==> src/rtl/alu_pkg.sv <==
// Shared definitions for the ALU issue unit: op codes, instruction field layout, FSM states.
// The EXEC_WAIT state exists only when MUL_STALL_EN is defined.
package alu_pkg;

  localparam int unsigned INSTR_W = 16;
  localparam int unsigned OP_W    = 3;
  localparam int unsigned REG_AW  = 3;
  localparam int unsigned OP_LSB  = 13;
  localparam int unsigned RD_LSB  = 10;
  localparam int unsigned RS1_LSB = 7;
  localparam int unsigned RS2_LSB = 4;

  typedef enum logic [OP_W-1:0] {
    OP_OR  = 3'd0,
    OP_AND = 3'd1,
    OP_XOR = 3'd2,
    OP_ADD = 3'd3,
    OP_SUB = 3'd4,
    OP_MUL = 3'd5,
    OP_NEQ = 3'd6,
    OP_LI  = 3'd7
  } op_t;

  typedef enum logic [1:0] {
    ST_IDLE      = 2'd0,
`ifdef MUL_STALL_EN
    ST_EXEC      = 2'd1,
    ST_EXEC_WAIT = 2'd2
`else
    ST_EXEC      = 2'd1
`endif
  } state_t;

  typedef struct packed {
    op_t               op;
    logic [REG_AW-1:0] rd;
    logic [REG_AW-1:0] rs1;
    logic [REG_AW-1:0] rs2;
  } instr_fields_t;

  // Register-operand view of an instruction; LI reuses rs1/rs2 bits as immediate.
  function automatic instr_fields_t decode(input logic [INSTR_W-1:0] ins);
    instr_fields_t f;
    f.op  = op_t'(ins[OP_LSB +: OP_W]);
    f.rd  = ins[RD_LSB +: REG_AW];
    f.rs1 = ins[RS1_LSB +: REG_AW];
    f.rs2 = ins[RS2_LSB +: REG_AW];
    return f;
  endfunction

endpackage

==> src/rtl/alu_regfile.sv <==
// Register file: two combinational read ports, a debug read port, one synchronous write port.
// Entry 0 always reads zero and ignores writes; synchronous clear on rst.
module alu_regfile #(
  parameter int unsigned DATA_W = 32,
  parameter int unsigned NREGS  = 8,
  parameter int unsigned AW     = $clog2(NREGS)
) (
  input  logic              clk,
  input  logic              rst,
  input  logic [AW-1:0]     i_raddr0,
  input  logic [AW-1:0]     i_raddr1,
  input  logic [AW-1:0]     i_dbg_addr,
  output logic [DATA_W-1:0] o_rdata0,
  output logic [DATA_W-1:0] o_rdata1,
  output logic [DATA_W-1:0] o_dbg_data,
  input  logic              i_we,
  input  logic [AW-1:0]     i_waddr,
  input  logic [DATA_W-1:0] i_wdata
);

  logic [DATA_W-1:0] r_regs [NREGS];

  always_ff @(posedge clk) begin
    if (rst) begin
      for (int i = 0; i < int'(NREGS); i++) begin
        r_regs[i] <= '0;
      end
    end else if (i_we && (i_waddr != '0)) begin
      r_regs[i_waddr] <= i_wdata;
    end
  end

  assign o_rdata0   = (i_raddr0   == '0) ? '0 : r_regs[i_raddr0];
  assign o_rdata1   = (i_raddr1   == '0) ? '0 : r_regs[i_raddr1];
  assign o_dbg_data = (i_dbg_addr == '0) ? '0 : r_regs[i_dbg_addr];

endmodule

==> src/rtl/alu_issue_unit.sv <==
// Issue front end for the combinational ALU: accepts an instruction, drives the ALU, writes back.
// Define MUL_STALL_EN to give MUL an extra EXEC_WAIT cycle with ALU inputs held.
module alu_issue_unit
  import alu_pkg::*;
#(
  parameter int unsigned DATA_W = 32,
  parameter int unsigned NREGS  = 8,
  parameter int unsigned IMM_W  = 10
) (
  input  logic               clk,
  input  logic               rst,
  input  logic               instr_valid,
  output logic               instr_ready,
  input  logic [INSTR_W-1:0] instr,
  output logic [DATA_W-1:0]  alu_in0,
  output logic [DATA_W-1:0]  alu_in1,
  output logic [OP_W-1:0]    alu_op_select,
  input  logic [DATA_W-1:0]  alu_out,
  output logic               res_valid,
  output logic [REG_AW-1:0]  res_rd,
  output logic [DATA_W-1:0]  res_data,
  input  logic [REG_AW-1:0]  dbg_addr,
  output logic [DATA_W-1:0]  dbg_data
);

  localparam int unsigned AW = $clog2(NREGS);

  state_t              r_state;
  op_t                 r_op;
  logic [REG_AW-1:0]   r_rd;
  logic [IMM_W-1:0]    r_imm;
  logic [DATA_W-1:0]   r_alu_in0;
  logic [DATA_W-1:0]   r_alu_in1;
  logic [OP_W-1:0]     r_alu_op;
  logic                r_res_valid;
  logic [REG_AW-1:0]   r_res_rd;
  logic [DATA_W-1:0]   r_res_data;

  instr_fields_t       w_dec;
  logic                w_accept;
  logic                w_done;
  logic [DATA_W-1:0]   w_result;
  logic [DATA_W-1:0]   w_rdata0;
  logic [DATA_W-1:0]   w_rdata1;

  assign w_dec       = decode(instr);
  assign instr_ready = (r_state == ST_IDLE) && !rst;
  assign w_accept    = instr_valid && instr_ready;
  assign w_result    = (r_op == OP_LI) ? DATA_W'(r_imm) : alu_out;

  // Operands are read in IDLE straight from the offered instruction and held for EXEC.
  alu_regfile #(
    .DATA_W (DATA_W),
    .NREGS  (NREGS)
  ) u_regfile (
    .clk        (clk),
    .rst        (rst),
    .i_raddr0   (AW'(w_dec.rs1)),
    .i_raddr1   (AW'(w_dec.rs2)),
    .i_dbg_addr (AW'(dbg_addr)),
    .o_rdata0   (w_rdata0),
    .o_rdata1   (w_rdata1),
    .o_dbg_data (dbg_data),
    .i_we       (w_done),
    .i_waddr    (AW'(r_rd)),
    .i_wdata    (w_result)
  );

`ifdef MUL_STALL_EN
  assign w_done = ((r_state == ST_EXEC) && (r_op != OP_MUL)) || (r_state == ST_EXEC_WAIT);
`else
  assign w_done = (r_state == ST_EXEC);
`endif

  // Control FSM with instruction latch, ALU drive and result registers.
  always_ff @(posedge clk) begin
    if (rst) begin
      r_state     <= ST_IDLE;
      r_op        <= OP_OR;
      r_rd        <= '0;
      r_imm       <= '0;
      r_alu_in0   <= '0;
      r_alu_in1   <= '0;
      r_alu_op    <= '0;
      r_res_valid <= 1'b0;
      r_res_rd    <= '0;
      r_res_data  <= '0;
    end else begin
      r_res_valid <= 1'b0;
      case (r_state)
        ST_IDLE: begin
          if (w_accept) begin
            r_state <= ST_EXEC;
            r_op    <= w_dec.op;
            r_rd    <= w_dec.rd;
            r_imm   <= instr[IMM_W-1:0];
            if (w_dec.op != OP_LI) begin
              r_alu_in0 <= w_rdata0;
              r_alu_in1 <= w_rdata1;
              r_alu_op  <= OP_W'(w_dec.op);
            end
          end
        end
        ST_EXEC: begin
`ifdef MUL_STALL_EN
          if (!w_done) r_state <= ST_EXEC_WAIT;
`endif
        end
`ifdef MUL_STALL_EN
        ST_EXEC_WAIT: begin
        end
`endif
        default: r_state <= ST_IDLE;
      endcase

      // Write-back edge: report the result and return the ALU drive to zero.
      if (w_done) begin
        r_state     <= ST_IDLE;
        r_res_valid <= 1'b1;
        r_res_rd    <= r_rd;
        r_res_data  <= w_result;
        r_alu_in0   <= '0;
        r_alu_in1   <= '0;
        r_alu_op    <= '0;
      end
    end
  end

  assign alu_in0       = r_alu_in0;
  assign alu_in1       = r_alu_in1;
  assign alu_op_select = r_alu_op;
  assign res_valid     = r_res_valid;
  assign res_rd        = r_res_rd;
  assign res_data      = r_res_data;

endmodule

==> config.mk <==
export PLATFORM = sky130hd
export DESIGN_NAME = alu_issue_unit
export DESIGN_NICKNAME = d
export VERILOG_FILES = /design/src/rtl/alu_pkg.sv /design/src/rtl/alu_regfile.sv /design/src/rtl/alu_issue_unit.sv
export SDC_FILE = /design/constraint.sdc
export NUM_CORES = 1
export LEC_CHECK = 0
export ABC_AREA = 1
export CORE_UTILIZATION = 50
export CTS_CLUSTER_SIZE = 10
export DETAILED_ROUTE_END_ITERATION = 10
export PLACE_DENSITY = 0.7
export SYNTH_ARGS = -nofsm -noshare
export SYNTH_HDL_FRONTEND = slang
export SYNTH_HIERARCHICAL = 1
export SYNTH_SLANG_ARGS = --single-unit
==> constraint.sdc <==
create_clock -name clk -period 3.6 [get_ports clk]
set_input_delay 0.54 -clock clk [delete_from_list [all_inputs] [get_ports clk]]
set_output_delay 0.54 -clock clk [all_outputs]
set_load 0.02 [all_outputs]
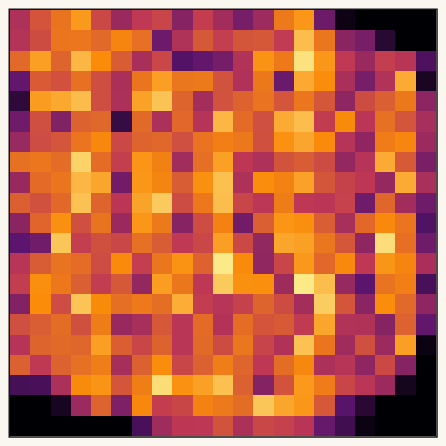
(run_1/density.png)
(2 px per um) The die is cut into 21 by 21 equal tiles; black is low, pale yellow is high, 0 to 100% covered.
emptiest ninth of the die: bottom right
fullest tile: 95%
mean over tiles: 55%
nearly empty tiles: 5.0%
tiles over 75% full: 18%

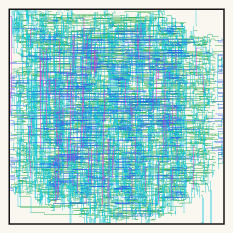
(run_1/metal_stack.png)
(1 px per um)
legend:
  cyan:
    layer: met2
    wire_length: 34.3 mm
  magenta:
    layer: met4
    wire_length: 2,520 um
  blue:
    layer: met3
    wire_length: 9,770 um
  green:
    layer: met1
    wire_length: 30.4 mm

==> results.json, run 1 <==
{
  "drc": 0,
  "syn_avg_cell_area_um2": 6.88,
  "gp_congestion": 0.885,
  "cp_max_fo": 26,
  "critical-path-slowest-cell": "clkdlybuf4s50_1",
  "top_cells_by_count": "nand2_1 (1,180), nand3_1 (455), nor2_1 (438)",
  "pre_cts_slack_ps": 538,
  "critical_path_class": "input port to output pin",
  "netlist_area_um2": 22300,
  "leakagePower_uw": 0.0125,
  "area_growth_pct": 15.7,
  "edf_count": 256,
  "global_route.usage.met1": 0.455,
  "ctsResizeCount": 0,
  "path_delay_family": "buffers and inverters",
  "worstHoldStart": "instr[7]",
  "cap_violations": 0,
  "min_to": "r_imm[7]$_SDFFE_PP0P_",
  "max_slew_margin": 0.308,
  "rr_worst_depth": 6,
  "wl_met2_um": 34300,
  "drive_above_1_share": 0.0428,
  "grt_pass1_vias": 20998,
  "clock_skew_ps": 17.8,
  "cp_num_buf_inv": 4,
  "n_antenna_cell": 0,
  "ant_nets": 0,
  "async_flop_share": 0,
  "nets": 3409,
  "slew_violations": 0,
  "ys_chip_area_um2": 22300,
  "timing.setup.tns_ps": 0,
  "fin_cells": 3982,
  "core-area_um2": 44100,
  "post-route-min-period_ps": 3120,
  "setup.worst_path.end_class": "output pin",
  "grt_max_degree": 129,
  "status": "finished, final reports clean",
  "grt_use_met3": 0.0635,
  "dr.pass1.iters": 6,
  "dpl_cell_area_um2": 24400,
  "synth_top_cell_by_area": "edfxtp_1",
  "antenna_found_initial": 0,
  "rows": 77,
  "grt_remaining_overflow": 0,
  "fp.dieH_um": 213,
  "synth.ff_latch_count": 376,
  "synth_cells": 3242,
  "numCtsBuffers": 45,
  "most_common_cell": "nand2_1",
  "die_area_um2": 45400,
  "area_leaders": "edfxtp_1 (34%), nand2_1 (20%), dfxtp_1 (11%)",
  "whs_ps": 390,
  "hold_violations": 0,
  "ys_types": 26,
  "top_layer": "met4",
  "htree_levels": 2,
  "layout_top_cells": "nand2_1 (1,180), nand3_1 (453), nor2_1 (438)",
  "regArea_um2": 10100
}
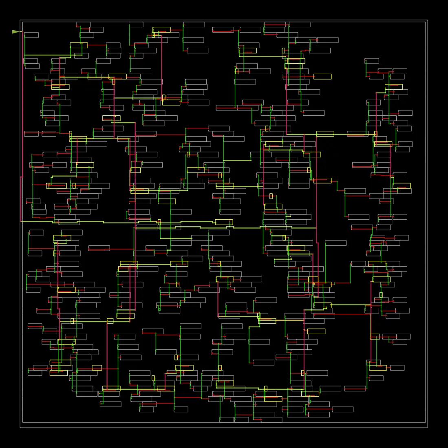
(run_1/final_clocks.png)
clock buf count: 80
CTS sink cnt: 376
clk latency late pin: 590 ps

-- run 1: cells by family (layout without fill, tap and decap cells) --
kind of cell | after synthesis | count (layout) | share of synthesized area
buf+inv | 633 | 750 | 0.123
flops | 376 | 376 | 0.452
simple gates | 2102 | 2102 | 0.383
compound gates | 130 | 130 | 0.0410
other cells | 1 | 32 | 0.000168
-- run 1: layout make-up --
type / instances / area share
clock inverters: 2 / 0.00150
clock buffers: 80 / 0.0531
multi-input cells: 2264 / 0.372
inverters: 415 / 0.0605
flip-flops and latches: 376 / 0.391
well taps: 592 / 0.0287
repair buffers: 253 / 0.0934
-- run 1: power by group --
part	total [uW]	switching, uW	internal, uW
logic	1970	1330	640
registers	4940	112	4820
clock network	4410	1790	2630
==> run_1/cell_classes.png <==
(1 px per um)
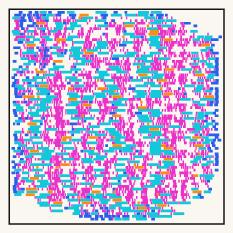

==> run 1 -> run 2 <==
Settings changed: DONT_BUFFER_PORTS from default to 1, PLACE_DENSITY 0.7 to default.
Clock period 3.6 ns to 3.2 ns, I/O delays scaled along.
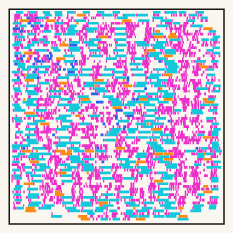
(run_2/cell_classes.png)
(1 px per um)
legend:
  orange:
    class: clock drivers and dummy loads
    cells: 84
    share_of_their_area: 6.4%
  cyan:
    class: flip-flops
    cells: 376
    share_of_their_area: 43%
  blue:
    class: other buffers and delay cells
    cells: 57
    share_of_their_area: 2.3%
  magenta:
    class: all other logic
    cells: 2,679
    share_of_their_area: 48%

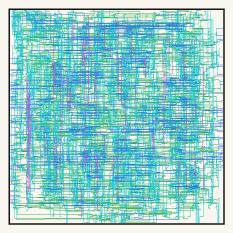
(run_2/metal_stack.png)
(1 px per um)
legend:
  magenta:
    layer: met4
    wire_length: 2,160 um
  green:
    layer: met1
    wire_length: 33.1 mm
  blue:
    layer: met3
    wire_length: 8,980 um
  cyan:
    layer: met2
    wire_length: 33.8 mm
final WL: 78,100 um
Routed WL per cell: 20.6 um

==> results.json, run 2 <==
{
  "ys_types": 26,
  "area_growth_pct": 7.69,
  "pg_comb_uw": 1590,
  "setup.worst_path.end_class": "output pin",
  "cp_num_buf_inv": 2,
  "clk_share": 0.0623,
  "fp.dieH_um": 213,
  "io_pins": 190,
  "n_antenna_cell": 1,
  "seq_area_frac": 0.420,
  "num-nonclk-inverters": 415,
  "max_slew_margin": 0.341,
  "ctsResizeCount": 0,
  "post-route-min-period_ps": 2370,
  "numCtsBuffers": 46,
  "layout_top_cells": "nand2_1 (1,180), nand3_1 (452), nor2_1 (438)",
  "antenna_found_initial": 2,
  "ys_seq_share": 0.452,
  "whs_ps": 28.9,
  "seqPwrFrac": 0.456,
  "comb_area_um2": 9600,
  "core-area_um2": 44100,
  "slew_violations": 0,
  "ant_nets": 0,
  "critical_path_class": "input port to output pin",
  "p_sw_frac": 0.274,
  "regArea_um2": 10100,
  "area_leaders": "edfxtp_1 (34%), nand2_1 (20%), dfxtp_1 (11%)",
  "dominant_cells": "flip-flops and latches",
  "wl_met1_um": 33100,
  "status": "finished, final reports clean",
  "fin_cells": 3789,
  "grt_pass1_vias": 19424,
  "leakagePower_uw": 0.0118,
  "critical-path-slowest-cell": "nor2_1",
  "largest_register_ffs": 256,
  "die_area_um2": 45400,
  "synth_top_cell_by_area": "edfxtp_1",
  "dr.pass1.iters": 7,
  "nets": 3214,
  "wl_met2_um": 33800,
  "drive_above_1_share": 0.0385,
  "io_buffers": 0,
  "grt_remaining_overflow": 0,
  "synth_cells": 3242,
  "power-top-group": "sequential cells",
  "tapCellCount": 592,
  "hold_violations": 0,
  "synth.ff_latch_count": 376,
  "syn_avg_cell_area_um2": 6.88,
  "top_layer": "met4",
  "rows": 77,
  "clockRootBuffer": "clkbuf_16",
  "powerSeq_uw": 5670,
  "multi_input_comb_cells": 2264,
  "internal_power_uw": 9030,
  "path_delay_family": "simple AND/OR/NAND/NOR gates",
  "async_flop_share": 0,
  "most_common_cell": "nand2_1",
  "p_clk_frac": 0.416,
  "cts_num_sinks": 376,
  "p_switching_uw": 3400,
  "hpwl_um": 44000,
  "num-nonclk-buffers": 57,
  "comb_share": 0.400,
  "timing.setup.tns_ps": 0,
  "ys_chip_area_um2": 22300,
  "insertion_delay_ps": 590,
  "gp_congestion": 0.857,
  "drc": 0,
  "global_route.usage.met1": 0.477,
  "edf_count": 256,
  "grt_max_degree": 227,
  "htree_levels": 2,
  "cap_violations": 0,
  "pre_cts_slack_ps": 903,
  "netlist_area_um2": 22300,
  "grt_use_met3": 0.0712,
  "dp_cells": 3693,
  "dpl_cell_area_um2": 22400,
  "buf_share": 0.0221,
  "cp_max_fo": 226,
  "top_cells_by_count": "nand2_1 (1,180), nand3_1 (455), nor2_1 (438)",
  "lay_top_count": "nand2_1",
  "combPwrFrac": 0.128
}
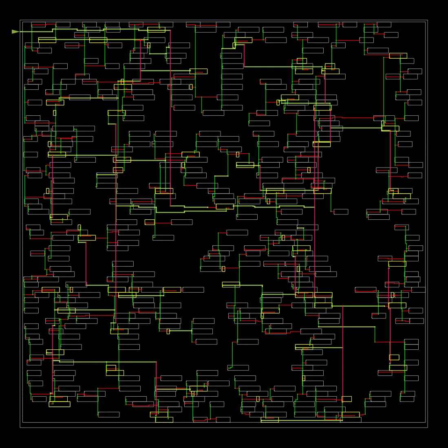
(run_2/final_clocks.png)
Setup Skew: 13.6 ps
clk pwr: 5180 uW
clock buf count: 83
flop count: 376

==> run 2: cell counts after synthesis <==
No cell type changed its count.
==> run 2: logic make-up (layout without fill, tap and decap cells) <==
logic type / Yosys count / in the layout / synth area share
other cells: 1 / 33 / 0.000168
simple gates: 2102 / 2102 / 0.383
buf+inv: 633 / 556 / 0.123
flops: 376 / 376 / 0.452
compound gates: 130 / 130 / 0.0410
==> run 2: worst paths after layout <==
| check | start | end | cells after the start |
|---|---|---|---|
| max | dbg_addr[0] | dbg_data[9] | 7 |
| min | rst | u_regfile/r_regs[0][17]$_SDFFCE_PN0P_ | 0 |
| max reg2reg | r_state[0]$_SDFFE_PP0P_ | alu_in1[30]$_SDFFE_PP0P_ | 6 |
| min reg2reg | r_imm[3]$_SDFFE_PP0P_ | r_imm[3]$_SDFFE_PP0P_ | 2 |
Power figures rest on the tool's default switching activity, not on a simulated workload.
